$ cat config.mk
export PLATFORM = sky130hd
export DESIGN_NAME = mult_result_accumulator
export DESIGN_NICKNAME = d
export VERILOG_FILES = /design/src/rtl/mult_result_accumulator.sv
export SDC_FILE = /design/constraint.sdc
export NUM_CORES = 1
export LEC_CHECK = 0
export CORE_UTILIZATION = 55
export CTS_BUF_LIST = sky130_fd_sc_hd__clkbuf_4 sky130_fd_sc_hd__clkbuf_8
export DETAILED_ROUTE_END_ITERATION = 16
export HOLD_SLACK_MARGIN = 0.15
export PLACE_DENSITY = 0.83
export SLEW_MARGIN = 20
export SYNTH_ARGS = -nofsm -noshare
export SYNTH_HDL_FRONTEND = slang
export SYNTH_SLANG_ARGS = --single-unit
$ cat constraint.sdc
create_clock -name clk -period 3.2 [get_ports clk]
set_clock_uncertainty 0.15 [all_clocks]
set_input_delay 0.8 -clock clk [delete_from_list [all_inputs] [get_ports clk]]
set_output_delay 0.8 -clock clk [all_outputs]
set_load 0.1 [all_outputs]
$ cat src/rtl/mult_result_accumulator.sv
// -----------------------------------------------------------------------------
// mult_result_accumulator
//
// Takes the block-read stream from the multiplier and reduces it. A start
// request sends a one-cycle EN_blockRead pulse to the multiplier. The block
// then collects NUM_WORDS products and keeps a running sum, a running maximum
// and a word count. The finished result goes downstream through a
// VALID_result / RDY_result handshake. If the multiplier stops sending words
// for TIMEOUT_CYC cycles, the block is aborted and the partial result is
// reported with result_timeout set.
//
// Ports:
//   clk            clock, all state changes on the rising edge
//   rst            asynchronous reset, active low
//   EN_start       start request, taken only while RDY_start=1
//   RDY_start      high in IDLE (decoded from state)
//   EN_blockRead   one-cycle block-read request to the multiplier
//   VALID_memVal   product word valid, from the multiplier
//   memVal_data    product word, unsigned
//   result_sum     sum of collected words, modulo 2^ACC_W
//   result_max     largest collected word
//   result_count   number of words collected
//   result_ovf     sticky accumulator carry-out
//   result_timeout block aborted by the inactivity timeout
//   VALID_result   result registers valid
//   RDY_result     consumer accepts the result
// -----------------------------------------------------------------------------
module mult_result_accumulator #(
  parameter int DATA_W      = 32,
  parameter int ACC_W       = 40,
  parameter int NUM_WORDS   = 64,
  parameter int TIMEOUT_CYC = 1024
) (
  input  logic              clk,
  input  logic              rst,
  input  logic              EN_start,
  output logic              RDY_start,
  output logic              EN_blockRead,
  input  logic              VALID_memVal,
  input  logic [DATA_W-1:0] memVal_data,
  output logic [ACC_W-1:0]  result_sum,
  output logic [DATA_W-1:0] result_max,
  output logic [6:0]        result_count,
  output logic              result_ovf,
  output logic              result_timeout,
  output logic              VALID_result,
  input  logic              RDY_result
);

  // The counter only has to hold 0..TIMEOUT_CYC-1. The terminal value is
  // detected one step early, and that same edge leaves COLLECT.
  localparam int TMO_W = (TIMEOUT_CYC > 2) ? $clog2(TIMEOUT_CYC) : 1;

  typedef enum logic [1:0] {
    IDLE    = 2'd0,
    REQ     = 2'd1,
    COLLECT = 2'd2,
    DONE    = 2'd3
  } state_t;

  state_t           state_q, state_d;
  logic [TMO_W-1:0] tmo_cnt;

  logic             start_accept;
  logic             take_word;
  logic             tmo_hit;
  logic [ACC_W:0]   sum_ext;
  logic [6:0]       count_next;

  assign RDY_start  = (state_q == IDLE);
  // One extra bit on the accumulator captures the carry-out for result_ovf.
  assign sum_ext    = {1'b0, result_sum} + (ACC_W+1)'(memVal_data);
  assign count_next = result_count + 7'd1;

  // ---------------------------------------------------------------------------
  // Next-state decode
  // ---------------------------------------------------------------------------
  always_comb begin
    // NOTE: every signal gets a default before the case, so no path can leave
    // one unassigned and infer a latch.
    state_d      = state_q;
    start_accept = 1'b0;
    take_word    = 1'b0;
    tmo_hit      = 1'b0;
    unique case (state_q)
      IDLE: begin
        if (EN_start) begin
          start_accept = 1'b1;
          state_d      = REQ;
        end
      end
      REQ: state_d = COLLECT;
      COLLECT: begin
        if (VALID_memVal) begin
          take_word = 1'b1;
          if (count_next == 7'(NUM_WORDS)) state_d = DONE;
        end else if (tmo_cnt == TMO_W'(TIMEOUT_CYC - 1)) begin
          tmo_hit = 1'b1;
          state_d = DONE;
        end
      end
      DONE: begin
        if (RDY_result) state_d = IDLE;
      end
      default: state_d = IDLE;
    endcase
  end

  // ---------------------------------------------------------------------------
  // State, handshake outputs and datapath registers
  // ---------------------------------------------------------------------------
  // NOTE: sequential state uses non-blocking assignments only. That way every
  // register samples the values from before the edge, whatever order the
  // statements are written in.
  always_ff @(posedge clk or negedge rst) begin
    if (!rst) begin
      state_q        <= IDLE;
      EN_blockRead   <= 1'b0;
      VALID_result   <= 1'b0;
      result_sum     <= '0;
      result_max     <= '0;
      result_count   <= '0;
      result_ovf     <= 1'b0;
      result_timeout <= 1'b0;
      tmo_cnt        <= '0;
    end else begin
      state_q      <= state_d;
      // The pulse and the valid flag are registered copies of the next state,
      // so they line up exactly with REQ and DONE.
      EN_blockRead <= (state_d == REQ);
      VALID_result <= (state_d == DONE);

      if (start_accept) begin
        result_sum     <= '0;
        result_max     <= '0;
        result_count   <= '0;
        result_ovf     <= 1'b0;
        result_timeout <= 1'b0;
        tmo_cnt        <= '0;
      end

      if (take_word) begin
        result_sum   <= sum_ext[ACC_W-1:0];
        result_ovf   <= result_ovf | sum_ext[ACC_W];
        result_count <= count_next;
        tmo_cnt      <= '0;
        if (memVal_data > result_max) result_max <= memVal_data;
      end else if (state_q == COLLECT) begin
        if (tmo_hit) result_timeout <= 1'b1;
        else         tmo_cnt        <= tmo_cnt + TMO_W'(1);
      end
    end
  end

endmodule

==> results.py <==
# Flow results
metrics = {
    "worst_setup_path": {
        "cpMaxStageDelayCell": "clkdlybuf4s50_1",
        "path_cells": "clkdlybuf4s50_1 > ha_4 > buf_4 > nand4_1 > nor2_1 > nand2_1 > nor2_2 > a31oi_1 > a211o_1 > buf_6 > buf_12 > buf_12 > mux2_4",
        "cp_max_fo": 5,
    },
    "final_layout": {
        "clockBufferCount": 10,
        "final_layout_size_suffix_gt1_share_pct": 33.16,
        "reg_top3": "result_sum: 40 flops, result_max: 32 flops, tmo_cnt: 10 flops",
        "regArea_mm2": 0.002380,
        "flops": 95,
        "n_all_inverters": 40,
        "bufAreaShareNonClock_pct": 21.83,
        "fillers": 687,
    },
    "logic_synthesis": {
        "topCellsByArea": "dfrtp_1 (37%), ha_1 (13%), mux2_2 (5.2%), nand2_1 (4.2%), o21ai_0 (4.2%)",
        "synth_top_cell_by_count": "dfrtp_1",
        "synth_flop_count": 95,
        "top_area_cell": "dfrtp_1",
        "synth_xor_xnor_area_share_pct": 3.637,
        "yosysChipArea_mm2": 0.006501,
    },
    "route": {
        "wl_per_cell_um": 18.05,
        "wl_met2_um": 10190,
        "drc": 0,
    },
    "worst_hold_path": {
        "min_path_type": "in -> async",
    },
    "global_route": {
        "antenna_found_initial": 0,
        "grt_util_met3_pct": 3.499,
        "grt.met1_usage_pct": 38.39,
    },
    "cts": {
        "ctsRootBufferMaster": "clkbuf_8",
        "numCtsBuffers": 9,
        "tritoncts": "built",
    },
    "status": {
        "status": "finished clean",
    },
    "timing": {
        "finalCriticalPeriod_ps": 3132,
        "finalSetupTns_ps": 0,
        "fmax_ghz": 0.3193,
    },
    "die": {
        "fp_util_pct": 56.69,
        "die_area_mm2": 0.01226,
    },
    "flow_run": {
        "drv_cap": 0,
    },
    "placed_design": {
        "dp.cells": 1044,
    },
}
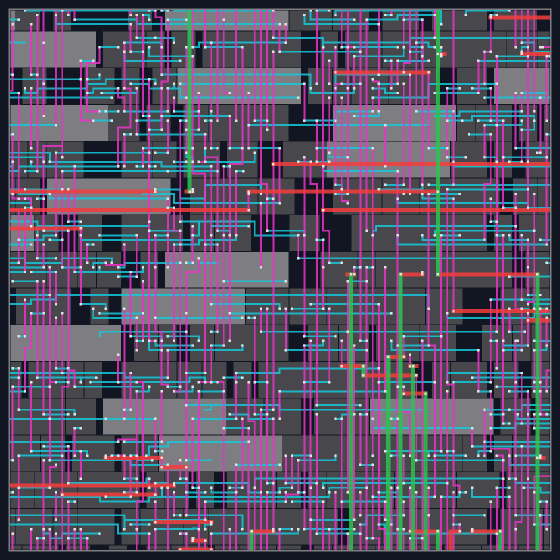
(images/detail.png)
Region (35, 35) to (75, 75) um. Cells in gray, sequential cells in the stronger gray; small squares are vias.
green -> metal 4
magenta -> metal 2
red -> metal 3
cyan -> metal 1
sequential cells in the window = 13
cells with their middle in the window = 159
netlist names of flops here include = tmo_cnt (7), result_sum (4), result_max (2)
most frequent = buf_4 (23)

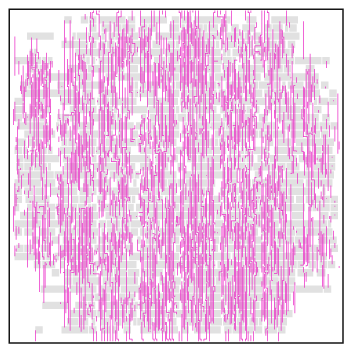
(images/layer_met2.png)
(3 px per um) Cells faint in the background.
main direction = vertical
share of all routed wire = 52%
longest straight run = 37.4 um

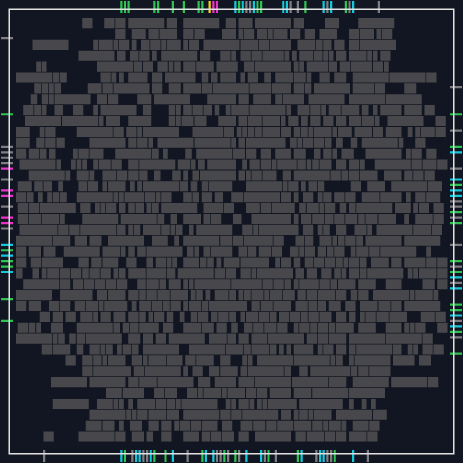
(images/io_placement.png)
(4 px per um) Pins as bars across the die edge, other pins in gray.
cyan -> memVal_data  # pins 32, direction input, edge 13 bottom, 8 right, 8 top, 3 left
yellow -> result_ovf  # pins 1, direction output, edge top
magenta -> result_count  # pins 7, direction output, edge 5 left, 2 top
green -> result_sum  # pins 40, direction output, edge 14 top, 11 right, 9 bottom, 6 left

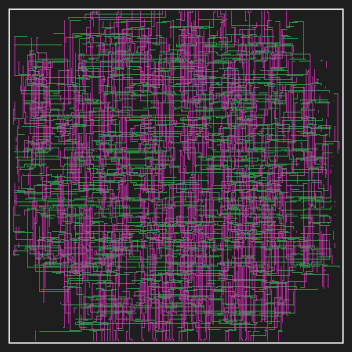
(images/wires.png)
(3 px per um) Only two layers are drawn.
magenta -> metal 2  # wire length 10200 um
green -> metal 1  # wire length 7960 um

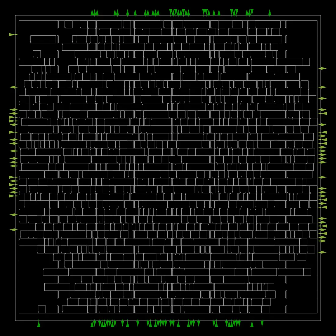
(images/placement.png)
row count: 39
Core Area: 0.01147 mm2
flop share of the area: 26.30%

